==> run_1/gate_families.png <==
(4 px per µm)
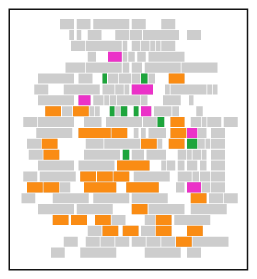
==> run_1/metal_stack.png <==
(4 px per µm)
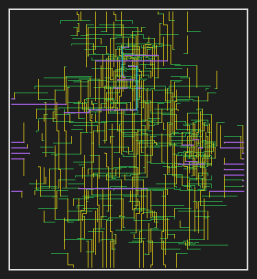
==> run_1/final_clocks.png <==
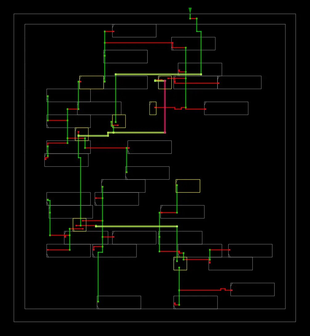
==> run_1/clock_map.png <==
(8 px per µm)
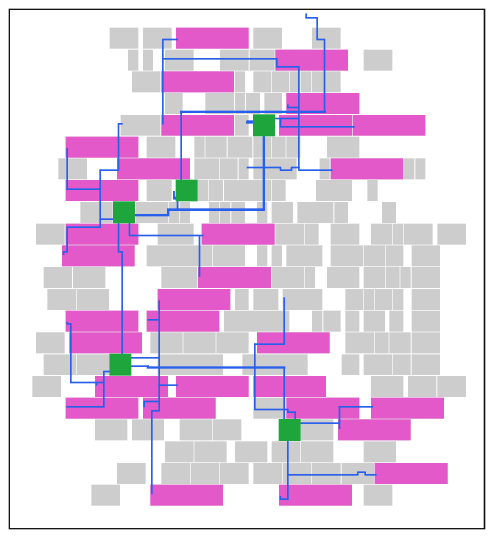
`config.mk`:
```
export PLATFORM = sky130hd
export DESIGN_NAME = softmax_result_unpacker
export DESIGN_NICKNAME = d
export VERILOG_FILES = /design/src/rtl/softmax_result_unpacker_pkg.sv /design/src/rtl/softmax_result_unpacker_prob_shifter.sv /design/src/rtl/softmax_result_unpacker.sv
export SDC_FILE = /design/constraint.sdc
export NUM_CORES = 1
export LEC_CHECK = 0
export CORE_ASPECT_RATIO = 1.1
export CORE_MARGIN = 2
export CORE_UTILIZATION = 50
export CTS_CLUSTER_SIZE = 28
export DETAILED_ROUTE_END_ITERATION = 8
export GPL_ROUTABILITY_DRIVEN = 0
export PLACE_DENSITY = 0.87
export SETUP_SLACK_MARGIN = 0.2
export SYNTH_ARGS = -nofsm -noshare
export SYNTH_HDL_FRONTEND = slang
export SYNTH_SLANG_ARGS = --single-unit
```
`constraint.sdc`:
```
create_clock -name clk -period 5.2 [get_ports clk]
set_input_delay 1.04 -clock clk [delete_from_list [all_inputs] [get_ports clk]]
set_output_delay 1.04 -clock clk [all_outputs]
set_load 0.05 [all_outputs]
```
`src/rtl/softmax_result_unpacker_pkg.sv`:
```
// Shared definitions for the softmax result unpacker: FSM states, index
// width helper and exponent bus field extraction.
package softmax_pkg;

  typedef enum logic {
    IDLE   = 1'b0,
    STREAM = 1'b1
  } state_t;

  // Widest exponent bus the field helper can address.
  localparam int unsigned EXP_BUS_MAX = 256;

  // Class index width; never narrower than one bit.
  function automatic int unsigned idx_width(input int unsigned n);
    return (n <= 2) ? 32'd1 : 32'($clog2(n));
  endfunction

  // Extract field idx (w bits wide) from a packed exponent bus.
  function automatic logic [31:0] exp_field(input logic [EXP_BUS_MAX-1:0] bus,
                                            input int unsigned            idx,
                                            input int unsigned            w);
    logic [EXP_BUS_MAX-1:0] sh;
    sh = bus >> (idx * w);
    return sh[31:0] & ((32'd1 << w) - 32'd1);
  endfunction

endpackage

```
`src/rtl/softmax_result_unpacker_prob_shifter.sv`:
```
// Converts a shared mantissa and one exponent (right-shift count) into an
// unsigned all-fractional probability, 1.mant * 2^-(exp+1), truncated.
module softmax_prob_shifter #(
  parameter int unsigned EXP_WIDTH  = 4,
  parameter int unsigned MANT_WIDTH = 3,
  parameter int unsigned PROB_WIDTH = 8
) (
  input  logic [MANT_WIDTH-1:0] mant_i,
  input  logic [EXP_WIDTH-1:0]  exp_i,
  output logic [PROB_WIDTH-1:0] prob_o
);

  localparam int unsigned ALIGN = PROB_WIDTH - 1 - MANT_WIDTH;

  logic [PROB_WIDTH-1:0] aligned;

  // Place the implicit one at the MSB, then shift; large exponents underflow to zero.
  always_comb begin
    aligned = PROB_WIDTH'({1'b1, mant_i}) << ALIGN;
    if (32'(exp_i) >= PROB_WIDTH) begin
      prob_o = '0;
    end else begin
      prob_o = aligned >> exp_i;
    end
  end

endmodule

```
`src/rtl/softmax_result_unpacker.sv`:
```
// Consumer end of the pseudo-softmax output: captures one result vector,
// streams one probability beat per class and reports the argmax.
module softmax_result_unpacker
  import softmax_pkg::*;
#(
  parameter int unsigned NUM_INPUTS = 4,
  parameter int unsigned EXP_WIDTH  = 4,
  parameter int unsigned MANT_WIDTH = 3,
  parameter int unsigned PROB_WIDTH = 8
) (
  input  logic                               clk,
  input  logic                               rst,
  input  logic                               in_valid,
  output logic                               in_ready,
  input  logic [MANT_WIDTH-1:0]              mant_in,
  input  logic [NUM_INPUTS*EXP_WIDTH-1:0]    exp_in,
  output logic                               out_valid,
  input  logic                               out_ready,
  output logic [idx_width(NUM_INPUTS)-1:0]   out_index,
  output logic [PROB_WIDTH-1:0]              out_prob,
  output logic                               out_last,
  output logic [idx_width(NUM_INPUTS)-1:0]   argmax,
  output logic                               argmax_valid
);

  localparam int unsigned IDX_WIDTH = idx_width(NUM_INPUTS);
  localparam int unsigned EXP_BUS_W = NUM_INPUTS * EXP_WIDTH;
  localparam logic [IDX_WIDTH-1:0] LAST_IDX = IDX_WIDTH'(NUM_INPUTS - 1);

  state_t                 state_q;
  logic [IDX_WIDTH-1:0]   idx_q;
  logic [IDX_WIDTH-1:0]   best_idx_q;
  logic [IDX_WIDTH-1:0]   argmax_q;
  logic                   argmax_valid_q;
  logic [MANT_WIDTH-1:0]  mant_q;
  logic [EXP_BUS_W-1:0]   exp_q;
  logic [EXP_WIDTH-1:0]   best_exp_q;

  logic [EXP_WIDTH-1:0]   cur_exp;
  logic                   is_last;
  logic                   take_cur;
  logic [IDX_WIDTH-1:0]   best_idx_d;
  logic [EXP_WIDTH-1:0]   best_exp_d;

  // Current class exponent and the running-best update (ties keep the lower index).
  always_comb begin
    cur_exp    = EXP_WIDTH'(exp_field(EXP_BUS_MAX'(exp_q), 32'(idx_q), EXP_WIDTH));
    is_last    = (idx_q == LAST_IDX);
    take_cur   = (idx_q == '0) || (cur_exp < best_exp_q);
    best_idx_d = take_cur ? idx_q   : best_idx_q;
    best_exp_d = take_cur ? cur_exp : best_exp_q;
  end

  softmax_prob_shifter #(
    .EXP_WIDTH  (EXP_WIDTH),
    .MANT_WIDTH (MANT_WIDTH),
    .PROB_WIDTH (PROB_WIDTH)
  ) u_shifter (
    .mant_i (mant_q),
    .exp_i  (cur_exp),
    .prob_o (out_prob)
  );

  // Capture/stream FSM with the argmax result registers.
  always_ff @(posedge clk or posedge rst) begin
    if (rst) begin
      state_q        <= IDLE;
      idx_q          <= '0;
      best_idx_q     <= '0;
      best_exp_q     <= '0;
      argmax_q       <= '0;
      argmax_valid_q <= 1'b0;
      mant_q         <= '0;
      exp_q          <= '0;
    end else begin
      argmax_valid_q <= 1'b0;
      unique case (state_q)
        IDLE: begin
          if (in_valid) begin
            mant_q     <= mant_in;
            exp_q      <= exp_in;
            idx_q      <= '0;
            best_idx_q <= '0;
            best_exp_q <= '0;
            state_q    <= STREAM;
          end
        end
        STREAM: begin
          if (out_ready) begin
            best_idx_q <= best_idx_d;
            best_exp_q <= best_exp_d;
            if (is_last) begin
              argmax_q       <= best_idx_d;
              argmax_valid_q <= 1'b1;
              state_q        <= IDLE;
            end else begin
              idx_q <= idx_q + IDX_WIDTH'(1);
            end
          end
        end
        default: state_q <= IDLE;
      endcase
    end
  end

  // Outputs decode registered state only; in_ready is also gated by reset.
  always_comb begin
    in_ready     = (state_q == IDLE) && !rst;
    out_valid    = (state_q == STREAM);
    out_index    = idx_q;
    out_last     = (state_q == STREAM) && is_last;
    argmax       = argmax_q;
    argmax_valid = argmax_valid_q;
  end

endmodule

```
==> flow_summary.json, run 1 <==
{
  "run_status": "finished clean",
  "synth.cells.most_frequent": "31 x dfrtp_1, 25 x mux2_2, 14 x nor2_1",
  "cts-resized-gates": 0,
  "design.die.area_um2": 3833,
  "global_route.peak_usage_layer": "met2",
  "drt-vias-per-instance": 5.771,
  "grtUsageMet1": 0.2533,
  "top_cell": "dfrtp_1",
  "clock-sinks": 31,
  "max_cap_viol_count": 0,
  "area_growth_pct": 26.79,
  "endpoints_failing_hold": 0,
  "holdCritPathClass": "flip-flop to flip-flop",
  "pre_place_util": 0.5118,
  "ys_sh_simple": 0.1336,
  "yosys-dominant-comb-family": "multiplexers",
  "cts_hold_buf": 0,
  "critical-path-max-stage-delay_ns": 0.83,
  "critical_path_required_ns": 4.16,
  "grt_start_max_net_pins": 32,
  "cp_cell_sequence": "mux4_2 -> mux2i_1 -> mux2_2 -> nor3b_1 -> clkdlybuf4s50_1",
  "die-height_um": 64.74,
  "antenna_violating_nets_remaining": 0,
  "fp_nets": 174,
  "enable_flop_cells": 0,
  "critical-path-top-delay-family": "multiplexers",
  "globalRouteMet2Util": 0.3187,
  "topCellsByArea": "dfrtp_1 46%, mux2_2 17%, mux4_2 5.4%",
  "layout-drive-gt1-share": 0.2253,
  "total_via_count_after_detailed_routing": 1258,
  "diodes": 0,
  "drt_first_iter_violations": 73,
  "initial_antenna_violation_count": 0,
  "grt_first_pass_wirelength_um": 5789,
  "grt_remaining_overflow": 0,
  "cp_num_buf_inv": 1,
  "dp.final_hpwl_um": 2412,
  "worstPathArrival_ns": 3.05,
  "mappedNetlistArea_um2": 1677,
  "path_depth": 5,
  "synthAdderAreaFrac": 0.03731,
  "capture_point_of_the_critical_path": "out_prob[0]",
  "cells_after_synthesis": 146,
  "top_cell_type_s_share_of_synthesized_area": 0.4627,
  "post_drt_wl_per_cell_um": 15.10,
  "grt_setup_unrepaired": "no",
  "r2r_setup_slack_ns": 2.42,
  "lay_top_cells": "38 x clkdlybuf4s50_1, 31 x dfrtp_1, 25 x mux2_2",
  "drv_slew": 0,
  "crit-reg2reg-launch": "out_index[1]$_DFFE_PP0P_",
  "cts.reportedPaths.clkPinSlew_ns": 0.09,
  "core_area_um2": 3276,
  "xor_share": 0,
  "finalSetupViolations": 0,
  "cts_max_level": 2,
  "top_level_ports": 39,
  "compound_area_frac": 0.09254,
  "ys_seq_frac": 0.4627,
  "cp-start-kind": "flip-flop",
  "yosys_warnings": 0,
  "fp-row-count": 22,
  "clk_root_buffer_cell": "clkbuf_4",
  "detailed_route_wirelength_on_metal2_um": 1703,
  "die_x_um": 59.21,
  "category_of_the_worst_setup_path_capture_point": "output port"
}
## Picture notes: gate_families.png
| colour | family | cells |
|---|---|---|
| orange | multiplexers | 30 |
| green | NAND gates | 8 |
| magenta | AND-OR and OR-AND gates | 6 |
proportion of cell area occupied by multi-input gates: 0.3885
tally of non-filler cells in the final layout: 218
commonest non-fill, non-tap cell in the layout: clkdlybuf4s50_1

## Picture notes: metal_stack.png
| colour | layer | wire length |
|---|---|---|
| cyan | met4 | 17.7 µm |
| purple | met3 | 156 µm |
| yellow | met2 | 1700 µm |
| green | met1 | 1420 µm |

## Picture notes: final_clocks.png
clock latency reported for the late side of the worst-skew pair: 0.33 ns
clock skew: 0.005329 ns
number of buffers created by CTS: 5

## Picture notes: clock_map.png
[blue] clock wires | length: 370 µm
[magenta] flip-flops | count: 31
[green] cells driving clock nets | count: 5
routed clock nets: 6

run 1: worst min path at each step:
stage / from / to / slack, ns / depth (start not counted)
finish: exp_q[8]$_DFFE_PP0P_ / exp_q[8]$_DFFE_PP0P_ / 0.51 / 1
global route: exp_q[6]$_DFFE_PP0P_ / exp_q[6]$_DFFE_PP0P_ / 0.53 / 1
CTS: exp_q[8]$_DFFE_PP0P_ / exp_q[8]$_DFFE_PP0P_ / 0.52 / 1
detailed placement: exp_q[8]$_DFFE_PP0P_ / exp_q[8]$_DFFE_PP0P_ / 0.50 / 1
global placement: exp_q[1]$_DFFE_PP0P_ / exp_q[1]$_DFFE_PP0P_ / 0.49 / 1
floorplan: exp_q[10]$_DFFE_PP0P_ / exp_q[10]$_DFFE_PP0P_ / 0.48 / 1
run 1: layout make-up:
| cell class | count | area (µm²) |
|---|---|---|
| well taps | 36 | 45.04 |
| fillers | 244 | 1150 |
| flip-flops and latches | 31 | 775.7 |
| repair buffers | 38 | 380.4 |
| inverters | 8 | 30.03 |
| clock buffers | 8 | 68.82 |
| multi-input cells | 97 | 825.8 |
run 1: stage by stage:
stage	hold slack (ns)	cells	worst slack [ns]	utilization
final	0.5080	218	1.109	0.6490
after global routing	0.5314	218	0.9235	0.6490
after CTS	0.5169	218	1.101	0.6490
after global placement	0.4895	210	1.532	0.6280
after floorplan	0.4752	146	1.153	-
after detailed placement	0.4964	210	1.488	0.6280
run 1: flip-flops by register name, indices dropped and copies added (netlist names):
| signal | count |
|---|---|
| out_index | 2 |
| argmax | 2 |
| out_valid | 1 |
| mant_q | 3 |
| exp_q | 16 |
| best_idx_q | 2 |
| best_exp_q | 4 |
| argmax_valid | 1 |
==> run 2: changes to the inputs <==
CORE_UTILIZATION = 49   (was 50)
PLACE_DENSITY = 0.86   (was 0.87)
clock period = 3.88 ns   (was 5.2 ns; I/O delays follow)
==> run 2 against run 1 <==
Setup slack lost 0.78 ns. Register-to-register slack lost 1.3 ns. Largest cell class unchanged. Clock skew shrank 0.0014 ns. First-iteration DRC count grew 30%.
==> flow_summary.json, run 2 <==
{
  "run_status": "finished clean",
  "worst_hold_path.num_cells": 1,
  "critical-path-top-delay-family": "multiplexers",
  "grt_setup_unrepaired": "no",
  "enable_flop_cells": 0,
  "worst_hold_slack_ns": 0.5071,
  "path_depth": 5,
  "antenna_violating_nets_remaining": 0,
  "pre_cts_slack_ns": 0.4169,
  "post-place-cells": 211,
  "yosys-dominant-comb-family": "multiplexers",
  "endpoints_failing_hold": 0,
  "cp-start-kind": "flip-flop",
  "drv_slew": 0,
  "cts.reportedPaths.clkPinSlew_ns": 0.09,
  "die-height_um": 65.35,
  "max_cap_viol_count": 0,
  "initial_antenna_violation_count": 0,
  "design.die.area_um2": 3906,
  "setup_ws_ns": 0.3273,
  "post_drt_wl_per_cell_um": 14.82,
  "cp_num_buf_inv": 1,
  "top_cell_type_s_share_of_synthesized_area": 0.4627,
  "fin_worst_skew_ns": 0.003952,
  "largest_register": "exp_q",
  "total_via_count_after_detailed_routing": 1234,
  "layout-drive-gt1-share": 0.2350,
  "pre_place_util": 0.5076,
  "top_level_ports": 39,
  "compound_area_frac": 0.09254,
  "number_of_buffers_created_by_cts": 5,
  "clk_latency_ns": 0.32,
  "synth.cells.most_frequent": "31 x dfrtp_1, 25 x mux2_2, 14 x nor2_1",
  "largest_registers": "exp_q (16), best_exp_q (4), mant_q (3)",
  "cts_hold_buf": 0
}
==> run 2: netlist changes by cell type in the layout (fill, tap and decap cells not counted), moves of 2 or more <==
cell / before / now
clkbuf_8: 2 / 0
clkdlybuf4s50_1: 38 / 30
dlygate4sd2_1: 0 / 6
nor3b_1: 2 / 0
nor3b_2: 0 / 2
==> run 2: area by class of cell <==
class | instances | area [µm²]
clock buffers | 7 | 45.04
well taps | 36 | 45.04
inverters | 8 | 30.03
repair buffers | 39 | 382.9
clock inverters | 1 | 5.005
flip-flops and latches | 31 | 775.7
multi-input cells | 97 | 835.8
fillers | 260 | 1184
==> run 2: layer usage <==
| layer | vias up | GRT usage | wire length (µm) |
|---|---|---|---|
| met1 | 607 | 0.2164 | 1403 |
| met2 | 33 | 0.3139 | 1662 |
| met3 | 4 | 0.03740 | 120 |
| met4 | 0 | 0.09444 | 60 |
| met5 | - | 0 | 0 |
| li1 | 590 | - | - |
==> run 2: worst paths after layout <==
check / endpoint / slack, ns / startpoint
max: out_prob[2] / 0.33 / out_index[0]$_DFFE_PP0P_
min: exp_q[7]$_DFFE_PP0P_ / 0.51 / exp_q[7]$_DFFE_PP0P_
max reg2reg: best_exp_q[3]$_DFFE_PP0P_ / 1.11 / out_index[1]$_DFFE_PP0P_
min reg2reg: exp_q[7]$_DFFE_PP0P_ / 0.51 / exp_q[7]$_DFFE_PP0P_
max in group asynchronous: argmax[1]$_DFFE_PP0P_ / 2.10 / rst
min in group asynchronous: best_idx_q[0]$_DFFE_PP0P_ / 1.09 / rst
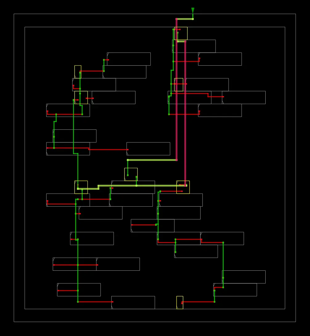
(run_2/final_clocks.png)
Sink Count: 31
number of sequential cells in the layout: 31

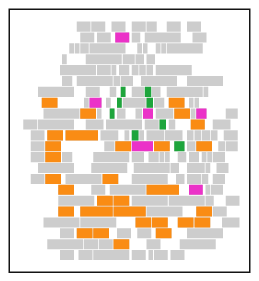
(run_2/gate_families.png)
(4 px per µm)
| colour | family | cells |
|---|---|---|
| orange | multiplexers | 30 |
| green | NAND gates | 8 |
| magenta | AND-OR and OR-AND gates | 6 |

